File: config.mk
export PLATFORM = sky130hd
export DESIGN_NAME = branch_predictor_btb
export DESIGN_NICKNAME = d
export VERILOG_FILES = /design/src/rtl/branch_predictor_btb.sv
export SDC_FILE = /design/constraint.sdc
export NUM_CORES = 2
export LEC_CHECK = 0
export CORE_MARGIN = 2
export CORE_UTILIZATION = 48
export CTS_CLUSTER_DIAMETER = 50
export DETAILED_ROUTE_END_ITERATION = 6
export PLACE_DENSITY_LB_ADDON = 0.3
export SKIP_LAST_GASP = 1
export SLEW_MARGIN = 30
export SYNTH_ARGS = -nofsm -noshare
export SYNTH_HDL_FRONTEND = slang
export SYNTH_SLANG_ARGS = --single-unit
File: constraint.sdc
create_clock -name clk -period 37.5 [get_ports clk]
set_clock_uncertainty 0.05 [all_clocks]
set_input_delay 3.75 -clock clk [delete_from_list [all_inputs] [get_ports clk]]
set_output_delay 3.75 -clock clk [all_outputs]
set_load 0.01 [all_outputs]
File: src/rtl/branch_predictor_btb.sv
// Direct-mapped branch target buffer with 2-bit direction counters and a saturating mispredict counter.
// Optional macro GSHARE_EN moves direction counters into a gshare pattern table indexed by pc index XOR global history.
module branch_predictor_btb #(
    parameter int         ENTRIES  = 16,
    parameter int         ADDR_W   = 32,
    parameter logic [1:0] CTR_INIT = 2'b01,
    parameter int         CNT_W    = 16
) (
    input  logic              clk,
    input  logic              rst,
    input  logic [ADDR_W-1:0] lookup_pc,
    output logic              pred_hit,
    output logic              pred_taken,
    output logic [ADDR_W-1:0] pred_target,
    input  logic              upd_valid,
    input  logic [ADDR_W-1:0] upd_pc,
    input  logic              upd_taken,
    input  logic [ADDR_W-1:0] upd_target,
    input  logic              upd_mispredict,
    input  logic              flush,
    output logic [CNT_W-1:0]  mispredict_cnt
);

    localparam int IDX_W = $clog2(ENTRIES);
    localparam int TAG_W = ADDR_W - IDX_W - 2;

    function automatic logic [1:0] ctr_next(input logic [1:0] ctr, input logic taken);
        logic [1:0] res;
        res = ctr;
        if (taken && ctr != 2'b11) begin
            res = ctr + 2'b01;
        end else if (!taken && ctr != 2'b00) begin
            res = ctr - 2'b01;
        end
        return res;
    endfunction

    logic              valid_q  [ENTRIES];
    logic              valid_d  [ENTRIES];
    logic [TAG_W-1:0]  tag_q    [ENTRIES];
    logic [TAG_W-1:0]  tag_d    [ENTRIES];
    logic [ADDR_W-1:0] target_q [ENTRIES];
    logic [ADDR_W-1:0] target_d [ENTRIES];
    logic [CNT_W-1:0]  cnt_q;
    logic [CNT_W-1:0]  cnt_d;

    logic [IDX_W-1:0] lookup_idx;
    logic [TAG_W-1:0] lookup_tag;
    logic [IDX_W-1:0] upd_idx;
    logic [TAG_W-1:0] upd_tag;
    logic             upd_hit;
    logic [1:0]       lookup_ctr;
    logic             unused_pc_bits;

    assign lookup_idx     = lookup_pc[IDX_W+1:2];
    assign lookup_tag     = lookup_pc[ADDR_W-1:IDX_W+2];
    assign upd_idx        = upd_pc[IDX_W+1:2];
    assign upd_tag        = upd_pc[ADDR_W-1:IDX_W+2];
    assign upd_hit        = valid_q[upd_idx] && (tag_q[upd_idx] == upd_tag);
    assign unused_pc_bits = ^{lookup_pc[1:0], upd_pc[1:0]};

    // Lookup reads registered contents only, so a same-cycle update is never bypassed.
    always_comb begin
        pred_hit       = valid_q[lookup_idx] && (tag_q[lookup_idx] == lookup_tag);
        pred_taken     = pred_hit && lookup_ctr[1];
        pred_target    = pred_hit ? target_q[lookup_idx] : lookup_pc + ADDR_W'(4);
        mispredict_cnt = cnt_q;
    end

    always_comb begin
        valid_d  = valid_q;
        tag_d    = tag_q;
        target_d = target_q;
        if (flush) begin
            for (int i = 0; i < ENTRIES; i++) begin
                valid_d[i] = 1'b0;
            end
        end else if (upd_valid) begin
            if (upd_hit) begin
                if (upd_taken) begin
                    target_d[upd_idx] = upd_target;
                end
            end else if (upd_taken) begin
                valid_d[upd_idx]  = 1'b1;
                tag_d[upd_idx]    = upd_tag;
                target_d[upd_idx] = upd_target;
            end
        end
    end

    // Statistics keep counting through a flush; only reset clears them.
    always_comb begin
        cnt_d = cnt_q;
        if (upd_valid && upd_mispredict && (cnt_q != {CNT_W{1'b1}})) begin
            cnt_d = cnt_q + CNT_W'(1);
        end
    end

    always_ff @(posedge clk or posedge rst) begin
        if (rst) begin
            for (int i = 0; i < ENTRIES; i++) begin
                valid_q[i]  <= 1'b0;
                tag_q[i]    <= '0;
                target_q[i] <= '0;
            end
            cnt_q <= '0;
        end else begin
            valid_q  <= valid_d;
            tag_q    <= tag_d;
            target_q <= target_d;
            cnt_q    <= cnt_d;
        end
    end

`ifdef GSHARE_EN
    logic [1:0]       pht_q [ENTRIES];
    logic [1:0]       pht_d [ENTRIES];
    logic [IDX_W-1:0] ghr_q;
    logic [IDX_W-1:0] ghr_d;
    logic [IDX_W-1:0] upd_pht_idx;

    assign upd_pht_idx = upd_idx ^ ghr_q;
    assign lookup_ctr  = pht_q[lookup_idx ^ ghr_q];

    // Pattern counters train on every resolved branch, independent of BTB hit or allocation.
    always_comb begin
        pht_d = pht_q;
        ghr_d = ghr_q;
        if (flush) begin
            for (int i = 0; i < ENTRIES; i++) begin
                pht_d[i] = CTR_INIT;
            end
            ghr_d = '0;
        end else if (upd_valid) begin
            pht_d[upd_pht_idx] = ctr_next(pht_q[upd_pht_idx], upd_taken);
            ghr_d              = {ghr_q[IDX_W-2:0], upd_taken};
        end
    end

    always_ff @(posedge clk or posedge rst) begin
        if (rst) begin
            for (int i = 0; i < ENTRIES; i++) begin
                pht_q[i] <= CTR_INIT;
            end
            ghr_q <= '0;
        end else begin
            pht_q <= pht_d;
            ghr_q <= ghr_d;
        end
    end
`else
    logic [1:0] ctr_q [ENTRIES];
    logic [1:0] ctr_d [ENTRIES];

    assign lookup_ctr = ctr_q[lookup_idx];

    // A fresh allocation starts weakly taken since the branch was just seen taken.
    always_comb begin
        ctr_d = ctr_q;
        if (flush) begin
            for (int i = 0; i < ENTRIES; i++) begin
                ctr_d[i] = CTR_INIT;
            end
        end else if (upd_valid) begin
            if (upd_hit) begin
                ctr_d[upd_idx] = ctr_next(ctr_q[upd_idx], upd_taken);
            end else if (upd_taken) begin
                ctr_d[upd_idx] = 2'b10;
            end
        end
    end

    always_ff @(posedge clk or posedge rst) begin
        if (rst) begin
            for (int i = 0; i < ENTRIES; i++) begin
                ctr_q[i] <= CTR_INIT;
            end
        end else begin
            ctr_q <= ctr_d;
        end
    end
`endif

endmodule

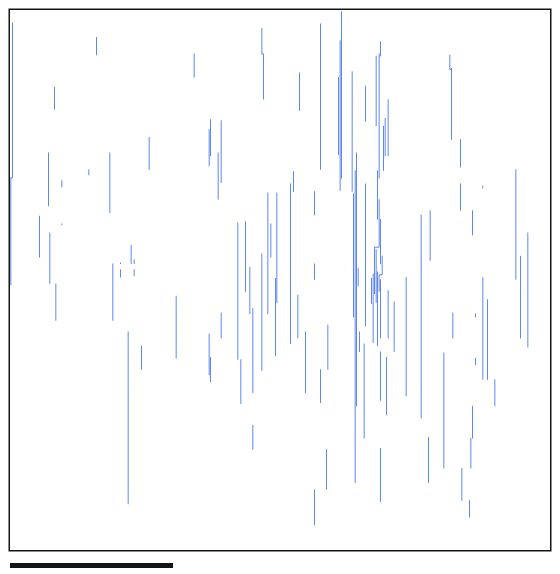
Figure 1: signal wires on met4.
The bar under the picture is 100 um long.
longest straight run: 191 um
share of all routed wire: 3.0%

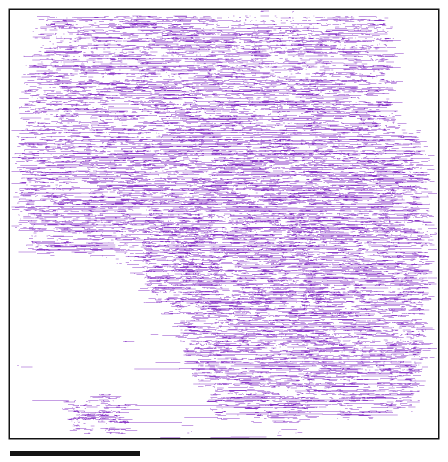
Figure 2: met1 routing.
The bar under the picture is 100 um long.
wire length on this layer: 60.9 mm
main direction: horizontal
longest straight run: 97.1 um
share of all routed wire: 43%
nets with wire on the layer: 3297

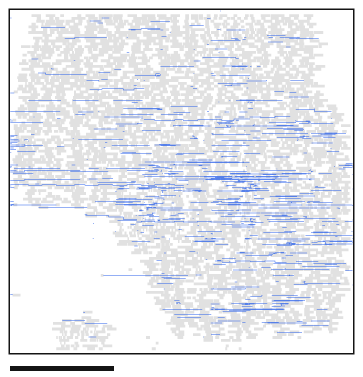
Figure 3: signal wires on met3.
The bar under the picture is 100 um long. Cells faint in the background.
longest straight run: 91.1 um
share of all routed wire: 6.0%

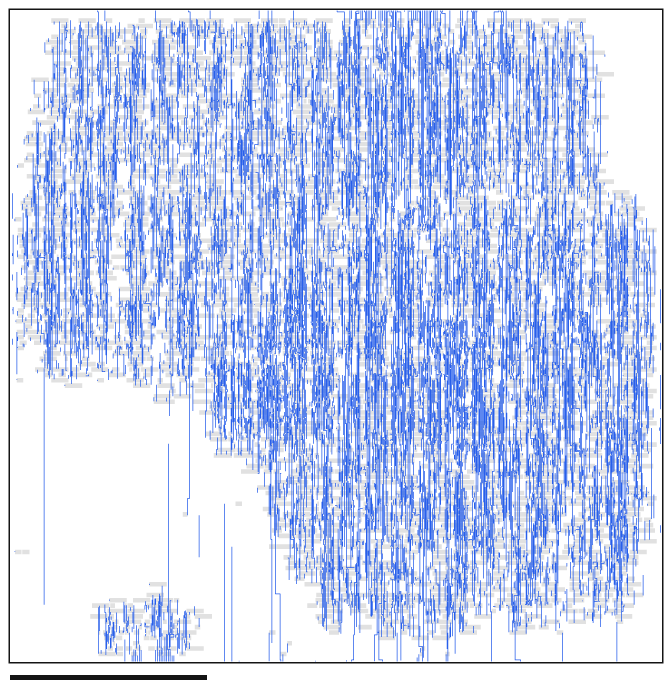
Figure 4: met2 routing.
The bar under the picture is 100 um long. Cells faint in the background.
nets with wire on the layer: 3252
longest straight run: 178 um
wire length on this layer: 67.7 mm

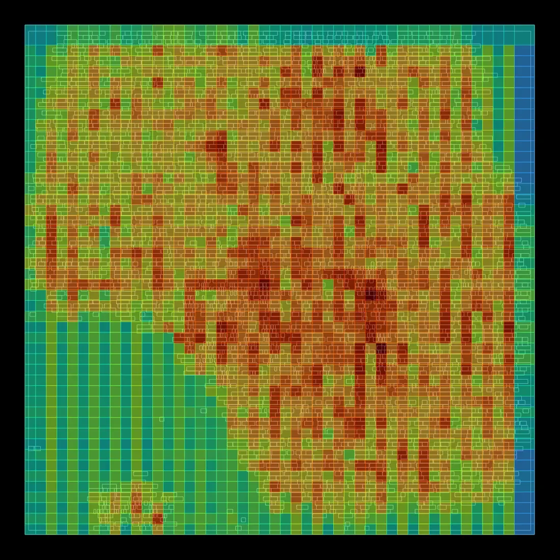
Figure 5: routing congestion.
grt peak-use layer: met2
GRT Util Overall: 0.261
Final Core Density: 0.547
met2 Track Usage GR: 0.417

==> summary.txt <==
Die H - 330 um
Power per standard cell area - 50.9 nW/um^2
Chip area - 109000 um^2
Total Neg Setup Slack - 0 ns
Final Max Slew Viols - 0
Worst-case reg-to-reg path depth - 10
Starting DRT DRC Count - 2788
Most frequent cells in the layout - dfrtp_1, mux2_2, mux4_2
Chip area line of the yosys report - 51100 um^2
Num CTS Buffers - 119
Die X - 330 um
Iteration count of the initial detailed-routing pass - 6
Slew @ Worst Pin - 0.995 ns
Final hold violation count - 0
DRC Markers - 0
Hold path depth - 1
Critical-path cell list - buf_8, buf_4, mux4_2, mux4_2, xnor2_1, nand2_1, nor3b_1, nand4b_1, or4_4, mux2_2, clkdlybuf4s50_1
Synth Instances - 3340
Synthesis Warnings - 0
Worst path max stage delay - 0.85 ns
EDFF count, synth - 0
Hold WC Path Type - reg2reg
Cell row count - 119
Yosys Instances - 3340
TritonCTS clock tree - done
Share of cells above drive strength 1 - 0.487
Fmax - 0.0782 GHz
Avg Synthesized Cell Area - 15.3 um^2
# port buffers - 149
Synth Seq Share - 0.486
FF-to-FF Start - tag_q[193]$_DFFE_PP0P_
Core area - 105000 um^2
Worst setup path end - pred_target[6]
Clk slew on worst S/H paths - 0.06 ns
H-tree Lvls - 3
Final period util - 0.341
First-pass GRT wire length - 212 mm
Dpl hpwl - 80.6 mm
Initial antenna violation count - 12
Placer Congestion - 0.879
Critical path class - in2out
Ys flops - 992
Async S/R FF share, synth - 1.00
Hold_sp - target_q[300]$_DFFE_PP0P_
Worst-path fanout max - 81
CTS Hold Bufs - 0
Final #Nets - 3473
Unrepaired setup endpoints after global routing - false
Commonest Layout Cell - dfrtp_1
CP max-delay cell - or4_4
Largest net degree at the start of global routing - 173
CP Depth - 11
DR WL/cell - 29.0 um
Pleak - 25.7 nW
Tool warnings - 40
Clk buf depth - 3
CP arrival - 8.99 ns
Crit-path most repeated cell - mux4_2
Worst vdd ir - 0.0412 mV
CTS root buf - clkbuf_16
CP delay by family, top - buffers and inverters
Grt ovf - 0
Drt total wl - 141 mm
Hold EP - target_q[300]$_DFFE_PP0P_
Critical path endpoint category - output pin
Reg2Reg Capture Point - tag_q[66]$_DFFE_PP0P_
Setup violators final - 0
I/O pins - 152
Max_cap viols - 0
Crit path buf inv count - 3
Vias in the first global route - 32000
DP Cell Count - 4635
Vias per inst - 6.33
Startpoint Class - primary input
Synthesized area - 51100 um^2
Synth Net Count - 3446
Worst-skew pair later-pin latency - 0.74 ns
Max_slew headroom - 0.336
Final ANT Viol Nets - 0
Vias - 30800
Clock Sinks - 992
CP Launch Point - lookup_pc[3]
Status - completed
Layout Cells excl Fill - 4869
Starting Density - 0.485
Ys flop type - dfrtp_1
Final min period - 12.79 ns
Post-CTS Resized - 0
Reg2reg setup slack - 32.67 ns
## through the flow
stage / hold WS (ns) / power, mW / cell area (um^2) / setup WS [ns] / util
finish: 0.450 / 2.94 / 57700 / 24.71 / 0.547
global route: 0.459 / 3.04 / 57700 / 24.52 / 0.547
CTS: 0.452 / 2.95 / 57600 / 24.33 / 0.547
detailed placement: 0.438 / 1.76 / 53500 / 24.37 / 0.508
global placement: 0.432 / 1.74 / 53500 / 24.37 / 0.507
floorplan: 0.424 / 1.63 / 51100 / 5.82 / -
## Yosys cell counts, drive strengths merged (4+ instances only)
cell type | number | area share
a22o | 6 | 0.0010
dfrtp | 976 | 0.48
nand3 | 34 | 0.0034
dfstp | 16 | 0.0082
o31ai | 4 | 0.00059
a22oi | 14 | 0.0021
or4 | 4 | 0.00066
nor2b | 21 | 0.0026
nor3 | 23 | 0.0023
and3 | 15 | 0.0018
mux4 | 395 | 0.17
nand4b | 5 | 0.00086
o221ai | 17 | 0.0029
mux2i | 78 | 0.015
nand4 | 21 | 0.0026
a31oi | 18 | 0.0022
buf | 158 | 0.020
o22ai | 14 | 0.0017
a21oi | 28 | 0.0027
nand2 | 107 | 0.0079
xor2 | 21 | 0.0036
a211oi | 4 | 0.00059
ha | 4 | 0.00098
o21ai | 11 | 0.0011
mux2 | 966 | 0.22
inv | 39 | 0.0029
clkbuf | 149 | 0.011
nor2 | 63 | 0.0046
xnor2 | 66 | 0.011
o211ai | 5 | 0.00073
o2bb2ai | 4 | 0.00068
nand2b | 4 | 0.00049
and2 | 14 | 0.0018
## where the power goes
| group | internal (mW) | switching, mW |
|---|---|---|
| combinational | 0.262 | 0.188 |
| sequential | 1.21 | 0.0860 |
| clock | 0.696 | 0.496 |
| total | 2.17 | 0.770 |
## metal layers
metal	wire, um	share of wire	GRT usage	vias to the layer above
li1	-	-	-	12700
met1	60900	0.43	0.367	16800
met2	67700	0.48	0.417	1003
met3	8410	0.060	0.0466	252
met4	4180	0.030	0.0809	14
met5	77	0.00055	0	-
## final cells by class
cell class,count,area (um^2),area share
well taps,1391,1740,0.0302
multi-input cells,2002,24700,0.429
diodes,6,15.0,0.000260
repair buffers,213,2100,0.0363
clock inverters,68,747,0.0129
inverters,39,154,0.00267
flip-flops and latches,992,24800,0.430
clock buffers,158,3380,0.0585
## cells by family (layout without fill, tap and decap cells)
family	count (synthesis)	in the layout	synth area share
DFF	992	992	0.486
other	0	6	0
AOI/OAI and AO/OA	147	147	0.0202
adders and majority gates	4	4	0.000979
muxes	1439	1439	0.414
xor gates and xnor gates	87	87	0.0149
buffers and inverters	346	478	0.0335
and+or+nand+nor	325	325	0.0311
## worst register-to-register path, stage by stage, from the launching register on
cell and delay, ns:
dfrtp_1 0.41, mux4_2 0.46, mux2i_1 0.46, o32ai_1 0.20, a2111oi_1 0.44, a32o_1 0.30, o2111ai_1 0.13, or4_4 0.85
and2_2 0.67, buf_4 0.39, mux2_4 0.35
## state kept, by name, summed over array words and instances, names as in the netlist
register / cells
ctr_q: 32
mispredict_cnt: 16
tag_q: 416
target_q: 512
valid_q: 16
Power is estimated from default activity; no workload was simulated.
